### Clock distribution, run 1

Scale bar: 20 µm.
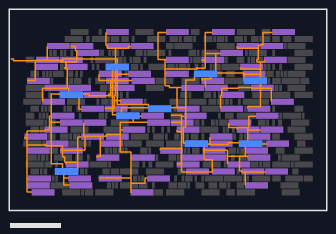
### Met2 routing, run 1

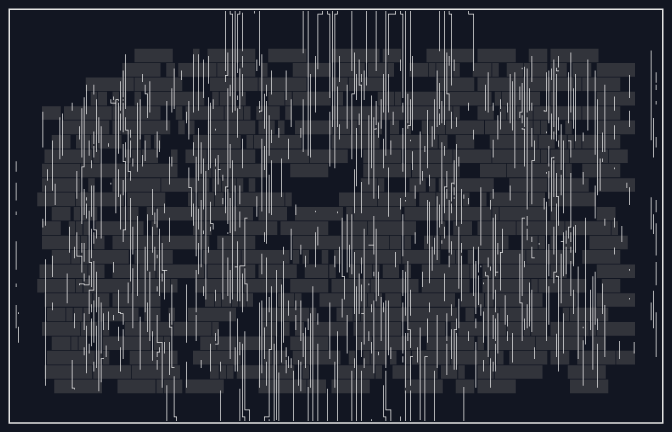
### Placement by cell class, run 1

Scale bar: 20 µm.
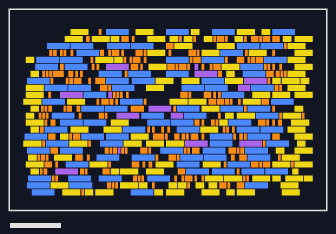
### Logic cells by family, run 1

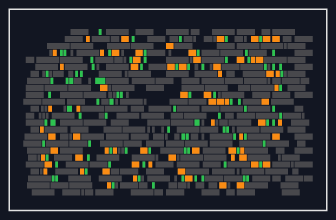
--- config.mk ---
export PLATFORM = sky130hd
export DESIGN_NAME = alu_operand_loader_flat
export DESIGN_NICKNAME = d
export VERILOG_FILES = /design/src/rtl/alu_pkg.sv /design/src/rtl/alu_operand_loader_if.sv /design/src/rtl/alu_operand_loader_strobe_debounce.sv /design/src/rtl/alu_operand_loader.sv /design/src/flat_wrapper.sv
export SDC_FILE = /design/constraint.sdc
export NUM_CORES = 1
export LEC_CHECK = 0
export ABC_AREA = 1
export CAP_MARGIN = 10
export CORE_ASPECT_RATIO = 0.6
export CORE_MARGIN = 5
export CORE_UTILIZATION = 47
export CTS_CLUSTER_SIZE = 10
export DETAILED_ROUTE_END_ITERATION = 10
export PLACE_DENSITY = 0.8
export SLEW_MARGIN = 20
export SYNTH_ARGS = -nofsm -noshare
export SYNTH_HDL_FRONTEND = slang
export SYNTH_SLANG_ARGS = --single-unit
export TNS_END_PERCENT = 20
--- constraint.sdc ---
create_clock -name clk -period 1.15 [get_ports clk]
set_input_delay 0.115 -clock clk [delete_from_list [all_inputs] [get_ports clk]]
set_output_delay 0.115 -clock clk [all_outputs]
set_load 0.05 [all_outputs]
--- src/rtl/alu_pkg.sv ---
// Shared ALU board definitions: default widths, function codes and debounce depths.
// Imported by the operand loader, its interface and the strobe debouncer.
package alu_pkg;

  localparam int DEF_DATA_W      = 32;
  localparam int DEF_OP_W        = 4;
  localparam int DB_CYCLES_SIM   = 4;
  localparam int DB_CYCLES_BOARD = 1_000_000;

  typedef enum logic [3:0] {
    ALU_ADD  = 4'd0,
    ALU_SLL  = 4'd1,
    ALU_SLT  = 4'd2,
    ALU_SLTU = 4'd3,
    ALU_XOR  = 4'd4,
    ALU_SRL  = 4'd5,
    ALU_OR   = 4'd6,
    ALU_AND  = 4'd7,
    ALU_SUB  = 4'd8,
    ALU_SRA  = 4'd13
  } alu_op_e;

  typedef struct packed {
    logic a;
    logic b;
    logic f;
  } strobe_set_t;

  function automatic logic issue_ready(input logic a_loaded, input logic b_loaded);
    return a_loaded & b_loaded;
  endfunction

endpackage

--- src/rtl/alu_operand_loader_if.sv ---
// Switch/strobe operand-entry bus between the operator panel and the operand loader.
// The panel side is the master; the loader is the slave.
interface alu_operand_loader_if
  import alu_pkg::*;
#(
  parameter int DATA_W = DEF_DATA_W,
  parameter int OP_W   = DEF_OP_W
);

  logic [DATA_W-1:0] SW;
  logic              clk_A;
  logic              clk_B;
  logic              clk_F;
  logic [DATA_W-1:0] A;
  logic [DATA_W-1:0] B;
  logic [OP_W-1:0]   ALU_OP;
  logic              op_valid;
  logic              op_err;
  logic              a_loaded;
  logic              b_loaded;

  modport master (
    output SW, clk_A, clk_B, clk_F,
    input  A, B, ALU_OP, op_valid, op_err, a_loaded, b_loaded
  );

  modport slave (
    input  SW, clk_A, clk_B, clk_F,
    output A, B, ALU_OP, op_valid, op_err, a_loaded, b_loaded
  );

endinterface

--- src/rtl/alu_operand_loader_strobe_debounce.sv ---
// One push-button strobe: two-flop synchroniser, stability counter and rising-edge detect.
// The debounced level flips only after DB_CYCLES consecutive synchronised samples disagree with it.
module strobe_debounce
  import alu_pkg::*;
#(
  parameter int DB_CYCLES = DB_CYCLES_SIM
) (
  input  logic clk,
  input  logic rst_n,
  input  logic din,
  output logic level,
  output logic rise
);

  localparam int              CNT_W    = $clog2(DB_CYCLES + 1);
  localparam logic [CNT_W-1:0] CNT_LAST = CNT_W'(DB_CYCLES - 1);

  logic             sync1_q;
  logic             sync2_q;
  logic             level_q;
  logic             level_d;
  logic             level_prev_q;
  logic [CNT_W-1:0] cnt_q;
  logic [CNT_W-1:0] cnt_d;

  // Synchroniser for the asynchronous button level
  always_ff @(posedge clk or negedge rst_n) begin
    if (!rst_n) begin
      sync1_q <= 1'b0;
      sync2_q <= 1'b0;
    end else begin
      sync1_q <= din;
      sync2_q <= sync1_q;
    end
  end

  // Debounce next-state: count disagreeing samples, flip on the last one
  always_comb begin
    cnt_d   = cnt_q;
    level_d = level_q;
    if (sync2_q == level_q) begin
      cnt_d = {CNT_W{1'b0}};
    end else if (cnt_q == CNT_LAST) begin
      cnt_d   = {CNT_W{1'b0}};
      level_d = ~level_q;
    end else begin
      cnt_d = cnt_q + CNT_W'(1);
    end
  end

  // Debounced level, its one-cycle-delayed copy and the stability counter
  always_ff @(posedge clk or negedge rst_n) begin
    if (!rst_n) begin
      level_q      <= 1'b0;
      level_prev_q <= 1'b0;
      cnt_q        <= {CNT_W{1'b0}};
    end else begin
      level_q      <= level_d;
      level_prev_q <= level_q;
      cnt_q        <= cnt_d;
    end
  end

  assign level = level_q;
  assign rise  = level_q & ~level_prev_q;

endmodule

--- src/rtl/alu_operand_loader.sv ---
// Operand-entry front end: debounces the A/B/F strobes, latches operands and op code from SW,
// and issues a one-cycle op_valid (or op_err when an operand is still missing).
module alu_operand_loader
  import alu_pkg::*;
#(
  parameter int DATA_W    = DEF_DATA_W,
  parameter int OP_W      = DEF_OP_W,
  parameter int DB_CYCLES = DB_CYCLES_SIM
) (
  input logic                  clk,
  input logic                  rst_n,
  alu_operand_loader_if.slave  bus
);

  strobe_set_t       level_s;
  strobe_set_t       rise_s;

  logic [DATA_W-1:0] a_q, a_d;
  logic [DATA_W-1:0] b_q, b_d;
  logic [OP_W-1:0]   op_q, op_d;
  logic              a_ld_q, a_ld_d;
  logic              b_ld_q, b_ld_d;
  logic              valid_q, valid_d;
  logic              err_q, err_d;

  strobe_debounce #(.DB_CYCLES(DB_CYCLES)) u_db_a (
    .clk   (clk),
    .rst_n (rst_n),
    .din   (bus.clk_A),
    .level (level_s.a),
    .rise  (rise_s.a)
  );

  strobe_debounce #(.DB_CYCLES(DB_CYCLES)) u_db_b (
    .clk   (clk),
    .rst_n (rst_n),
    .din   (bus.clk_B),
    .level (level_s.b),
    .rise  (rise_s.b)
  );

  strobe_debounce #(.DB_CYCLES(DB_CYCLES)) u_db_f (
    .clk   (clk),
    .rst_n (rst_n),
    .din   (bus.clk_F),
    .level (level_s.f),
    .rise  (rise_s.f)
  );

  // Load and issue next-state; the loaded flags already include same-cycle A/B loads
  always_comb begin
    a_d     = a_q;
    b_d     = b_q;
    op_d    = op_q;
    a_ld_d  = a_ld_q;
    b_ld_d  = b_ld_q;
    valid_d = 1'b0;
    err_d   = 1'b0;

    if (rise_s.a && level_s.a) begin
      a_d    = bus.SW;
      a_ld_d = 1'b1;
    end else begin
      a_d    = a_q;
    end

    if (rise_s.b && level_s.b) begin
      b_d    = bus.SW;
      b_ld_d = 1'b1;
    end else begin
      b_d    = b_q;
    end

    if (rise_s.f && level_s.f) begin
      op_d = bus.SW[OP_W-1:0];
      if (issue_ready(a_ld_d, b_ld_d)) begin
        valid_d = 1'b1;
      end else begin
        err_d   = 1'b1;
      end
    end else begin
      op_d = op_q;
    end
  end

  // Output registers
  always_ff @(posedge clk or negedge rst_n) begin
    if (!rst_n) begin
      a_q     <= {DATA_W{1'b0}};
      b_q     <= {DATA_W{1'b0}};
      op_q    <= {OP_W{1'b0}};
      a_ld_q  <= 1'b0;
      b_ld_q  <= 1'b0;
      valid_q <= 1'b0;
      err_q   <= 1'b0;
    end else begin
      a_q     <= a_d;
      b_q     <= b_d;
      op_q    <= op_d;
      a_ld_q  <= a_ld_d;
      b_ld_q  <= b_ld_d;
      valid_q <= valid_d;
      err_q   <= err_d;
    end
  end

  assign bus.A        = a_q;
  assign bus.B        = b_q;
  assign bus.ALU_OP   = op_q;
  assign bus.a_loaded = a_ld_q;
  assign bus.b_loaded = b_ld_q;
  assign bus.op_valid = valid_q;
  assign bus.op_err   = err_q;

endmodule
--- src/flat_wrapper.sv ---
// flat-port wrapper written by rule: the top's interface ports become plain ports
module alu_operand_loader_flat import alu_pkg::*;
#(
  parameter int DATA_W    = DEF_DATA_W,
  parameter int OP_W      = DEF_OP_W,
  parameter int DB_CYCLES = DB_CYCLES_SIM
)
  (clk, rst_n, bus_SW, bus_clk_A, bus_clk_B, bus_clk_F, bus_A, bus_B, bus_ALU_OP, bus_op_valid, bus_op_err, bus_a_loaded, bus_b_loaded);
  alu_operand_loader_if #(.DATA_W(DATA_W), .OP_W(OP_W)) bus_i ();
  input logic clk;
  input logic rst_n;
  input wire logic [$bits(bus_i.SW)-1:0] bus_SW;
  input wire logic [$bits(bus_i.clk_A)-1:0] bus_clk_A;
  input wire logic [$bits(bus_i.clk_B)-1:0] bus_clk_B;
  input wire logic [$bits(bus_i.clk_F)-1:0] bus_clk_F;
  output wire logic [$bits(bus_i.A)-1:0] bus_A;
  output wire logic [$bits(bus_i.B)-1:0] bus_B;
  output wire logic [$bits(bus_i.ALU_OP)-1:0] bus_ALU_OP;
  output wire logic [$bits(bus_i.op_valid)-1:0] bus_op_valid;
  output wire logic [$bits(bus_i.op_err)-1:0] bus_op_err;
  output wire logic [$bits(bus_i.a_loaded)-1:0] bus_a_loaded;
  output wire logic [$bits(bus_i.b_loaded)-1:0] bus_b_loaded;
  assign bus_i.SW = bus_SW;
  assign bus_i.clk_A = bus_clk_A;
  assign bus_i.clk_B = bus_clk_B;
  assign bus_i.clk_F = bus_clk_F;
  assign bus_A = bus_i.A;
  assign bus_B = bus_i.B;
  assign bus_ALU_OP = bus_i.ALU_OP;
  assign bus_op_valid = bus_i.op_valid;
  assign bus_op_err = bus_i.op_err;
  assign bus_a_loaded = bus_i.a_loaded;
  assign bus_b_loaded = bus_i.b_loaded;
  alu_operand_loader #(.DATA_W(DATA_W), .OP_W(OP_W), .DB_CYCLES(DB_CYCLES)) u_core (.clk(clk), .rst_n(rst_n), .bus(bus_i));
endmodule
==> out/metrics.yaml, run 1 <==
port_buffers: 108
placementRows: 24
worstMarginPinSlew_ns: 0.473
cts_buffer_depth: 2
nNetsFinal: 481
flops: 93
die_height_um: 78.0
dp_hpwl_um: 6170
setup_slack_ns: 0.0651
comb_power_share_pct: 58.6
ys_seq_elements: 93
finalHoldViolCount: 0
nMultiInputCombCells: 178
worst_slew_margin_rel_pct: 68.5
hold_path.class: "primary input to flip-flop"
p_total_mw: 21.2
outcome: "complete, no violations"
worstPathMaxFanout: 3
layout.nonclk_buf_share_pct: 33.0
finalMaxSlewViolations: 0
comb_area_um2: 990
cts-root-buf: "clkbuf_16"
grt_util_all_layers_pct: 19.0
yosys_warnings: 0
swShare_pct: 43.6
setup_tns_ns: 0
pg_comb_mw: 12.4
log.warning_count: 27
p_clk_mw: 2.65
top_layer_used: "met4"
num-fill-cells: 453
h-tree-depth: 3
critical_path_depth: 3
place_ws_ns: 0.0558
cts_hold_buf: 1
antenna_cells: 0
seq_power_mw: 6.11
grt_max_degree: 94
whs_path_depth: 1
clkSinkCount: 93
coreArea_mm2: 0.00739
worst_path_dominant_cell_family: "simple AND/OR/NAND/NOR gates"
critPathLaunchType: "flip-flop"
crit_buf_inv: 0
avgViaCountPerCell: 4.84
cts_buffers: 9
timing.final.crit_share_pct: 94.3
synth-edff-count: 0
Back to the opening pictures, 'Clock distribution':
- flip-flops: purple (count 93)
- clock wires: orange (length 1000 µm)
- cells driving clock nets: blue (count 9)
- routed clock nets: 10
Fin Clk Skew: 0.00448 ns
clk latency late pin: 0.33 ns

Back to the opening pictures, 'Met2 routing':
- main direction: vertical
- share of all routed wire: 49%
- longest straight run: 35.0 µm
- nets with wire on the layer: 415
- wire length on this layer: 4130 µm
DR vias: 2653
Total Routed Length: 8360 µm
GR Util met2: 30.0%

Back to the opening pictures, 'Placement by cell class':
- clock drivers and dummy loads: purple (cells 14)
- all other logic: orange (cells 223)
- flip-flops: blue (cells 93)
- other buffers and delay cells: yellow (cells 114)
Design Area, Final: 0.00579 mm²
post-route core utilization: 78.4%

Back to the opening pictures, 'Logic cells by family':
- inverting AOI/OAI gates: orange (cells 69)
- NAND gates: green (cells 90; where all over the die)
Finished Layout Cells: 548
logic share of the area: 17.1%
most instantiated logic cell after routing: dfrtp_1

run 1: kinds of logic (layout without fill, tap and decap cells):
| kind of cell | count (synthesis) | after routing | share of synthesized area [%] |
|---|---|---|---|
| xor+xnor | 3 | 3 | 0.727 |
| flops | 93 | 93 | 64.3 |
| simple gates | 103 | 103 | 11.1 |
| buf+inv | 59 | 173 | 8.65 |
| fa+ha+maj | 3 | 3 | 1.04 |
| compound gates | 69 | 69 | 14.1 |
run 1: routing by layer:
layer  vias up  GRT usage, %
met3        16          6.98
met5         -             0
met4         0          6.19
met2        97          30.0
met1      1282          24.5
li1       1258             -
run 1: flip-flops by register name, indices dropped and copies added, names as in the netlist, 3 cells and up:
signal / flops
u_core.bus.A: 32
u_core.bus.ALU_OP: 4
u_core.bus.B: 32
u_core.u_db_a.cnt_q: 3
u_core.u_db_b.cnt_q: 3
u_core.u_db_f.cnt_q: 3
run 1: Yosys cell counts (3+ instances only):
cell type	n	share of area (%)
o21ai_1	16	2.2
xnor2_1	3	0.73
nand3_1	3	0.41
inv_1	45	4.7
dfrtp_1	93	64
buf_6	12	3.7
nor2_1	10	1.0
nand2_1	85	8.8
o21ai_0	8	1.1
or2_2	3	0.52
o21ai_2	44	11
ha_1	3	1.0
run 1: final timing paths:
path | start | endpoint | slack (ns)
max reg2reg | u_core.u_db_f.cnt_q[0] | u_core.u_db_f.cnt_q[2] | 0.07
min reg2reg | u_core.u_db_f.sync1_q | u_core.u_db_f.sync2_q | 0.35
max | u_core.u_db_f.cnt_q[0] | u_core.u_db_f.cnt_q[2] | 0.07
max in group asynchronous | rst_n | u_core.bus.B[1] | 0.42
min | bus_clk_F | u_core.u_db_f.sync1_q | 0.23
min in group asynchronous | rst_n | u_core.bus.B[14] | 0.37
==> run 2: changes to the inputs <==
--- a/config.mk
+++ b/config.mk
@@ -17,4 +17,4 @@
 export SYNTH_ARGS = -nofsm -noshare
 export SYNTH_HDL_FRONTEND = slang
 export SYNTH_SLANG_ARGS = --single-unit
-export TNS_END_PERCENT = 20
+export TNS_END_PERCENT = 30
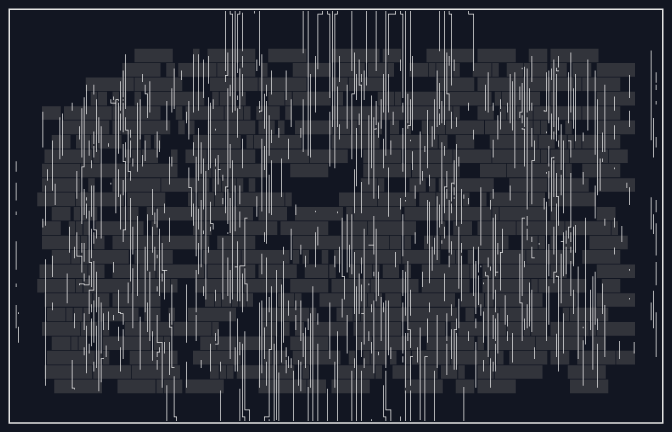
*Met2 routing, run 2*
- share of all routed wire: 49%
- nets with wire on the layer: 415
- main direction: vertical
- longest straight run: 35.0 µm
- wire length on this layer: 4130 µm

==> out/metrics.yaml, run 2 <==
worst_path_max_delay_cell: "dfrtp_1"
clkSinkCount: 93  # unchanged
grt_max_degree: 94  # unchanged
pg_comb_mw: 12.4  # about the same
grt_util_all_layers_pct: 19.0  # unchanged
timing.final.crit_share_pct: 94.3  # unchanged
grtUsageMet2_pct: 30.0  # unchanged
seq_power_mw: 6.11  # about the same
p_clk_mw: 2.65  # about the same
top_cells_by_count: "dfrtp_1, nand2_1, inv_1"
nNetsFinal: 481  # unchanged
swShare_pct: 43.6  # unchanged
r2r-end: "u_core.u_db_f.cnt_q[2]"
antenna_cells: 0  # unchanged
finalMaxSlewViolations: 0  # unchanged
worstHoldEndpoint: "u_core.u_db_f.sync1_q"
maxCapViolCount: 0
yosysTopAreaCell: "dfrtp_1"
yosys-top-cells-area: "dfrtp_1, o21ai_2, nand2_1, inv_1, buf_6"
r2r-start: "u_core.u_db_f.cnt_q[0]"
cts_buffer_depth: 2  # unchanged
port_buffers: 108  # unchanged
num_vias: 2653  # unchanged
critPathLaunchType: "flip-flop"
cts-root-buf: "clkbuf_16"
cts_buffers: 9  # unchanged
synth-edff-count: 0  # unchanged
avgViaCountPerCell: 4.84  # unchanged
whs_path_depth: 1  # unchanged
synth_top_area_share_pct: 64.3  # unchanged
comb_power_share_pct: 58.6  # about the same
yosys_warnings: 0  # unchanged
log.warning_count: 27  # unchanged
hold_path.class: "primary input to flip-flop"
outcome: "complete, no violations"
met1_usage_pct: 24.5  # unchanged
worst_slew_margin_rel_pct: 68.5  # unchanged
routed_wl_um: 8360  # unchanged
die_height_um: 78.0  # unchanged
p_per_area_mw_per_mm2: 3660
skew_ns: 0.00448  # unchanged
clk_latency_ns: 0.33  # about the same
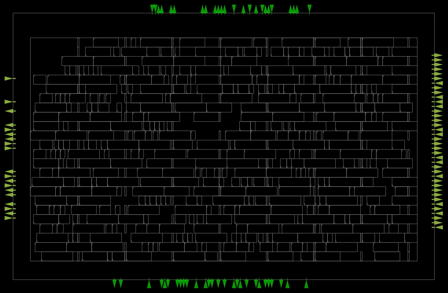
*Placement view, run 2*
core box area: 0.00739 mm²
Rows: 24
seq_cells: 93

run 2: stage by stage:
step / area (µm²) / utilization (%) / cells / setup slack, ns / total power [mW]
floorplan: 3620 / - / 330 / 0.141 / 12.2
global placement: 5510 / 74.6 / 533 / 0.101 / 18.3
detailed placement: 5510 / 74.6 / 533 / 0.0558 / 18.7
CTS: 5780 / 78.3 / 548 / 0.0455 / 21.4
global route: 5790 / 78.4 / 548 / -0.00719 / 22.2
finish: 5790 / 78.4 / 548 / 0.0651 / 21.2
run 2: area by class of cell:
type | count | area [µm²]
tap | 104 | 130
inverter | 45 | 169
clock buffer | 12 | 256
clock inverter | 2 | 10.0
sequential | 93 | 2330
timing repair buffer | 114 | 1910
fill | 453 | 1600
multi-input combinational | 178 | 990
run 2: worst max path at each step:
stage,to,startpoint,cells after the start,slack [ns]
2_1_floorplan,u_core.u_db_b.cnt_q[2],u_core.u_db_b.cnt_q[0],3,0.14
5_1_grt,u_core.bus.op_valid,u_core.u_db_a.level,5,-0.007
4_1_cts,u_core.bus.B[24],u_core.u_db_b.level,4,0.05
3_5_place_dp,u_core.bus.op_valid,u_core.u_db_a.level,5,0.06
6_report,u_core.u_db_f.cnt_q[2],u_core.u_db_f.cnt_q[0],3,0.07
3_3_place_gp,u_core.bus.op_valid,u_core.u_db_a.level,5,0.10
run 2: cells by family after synthesis:
logic type | count (synthesis) | share of synthesized area, %
buf+inv | 59 | 8.65
fa+ha+maj | 3 | 1.04
xor+xnor | 3 | 0.727
flops | 93 | 64.3
compound gates | 69 | 14.1
simple gates | 103 | 11.1
run 2: worst max-delay path, delay by kind of cell (launching register included):
| family | cells | cell delay, ns |
|---|---|---|
| fa+ha+maj | 1 | 0.22 |
| flops | 1 | 0.38 |
| simple gates | 2 | 0.41 |
No activity file was given, so power comes from the tool's default toggle rates.
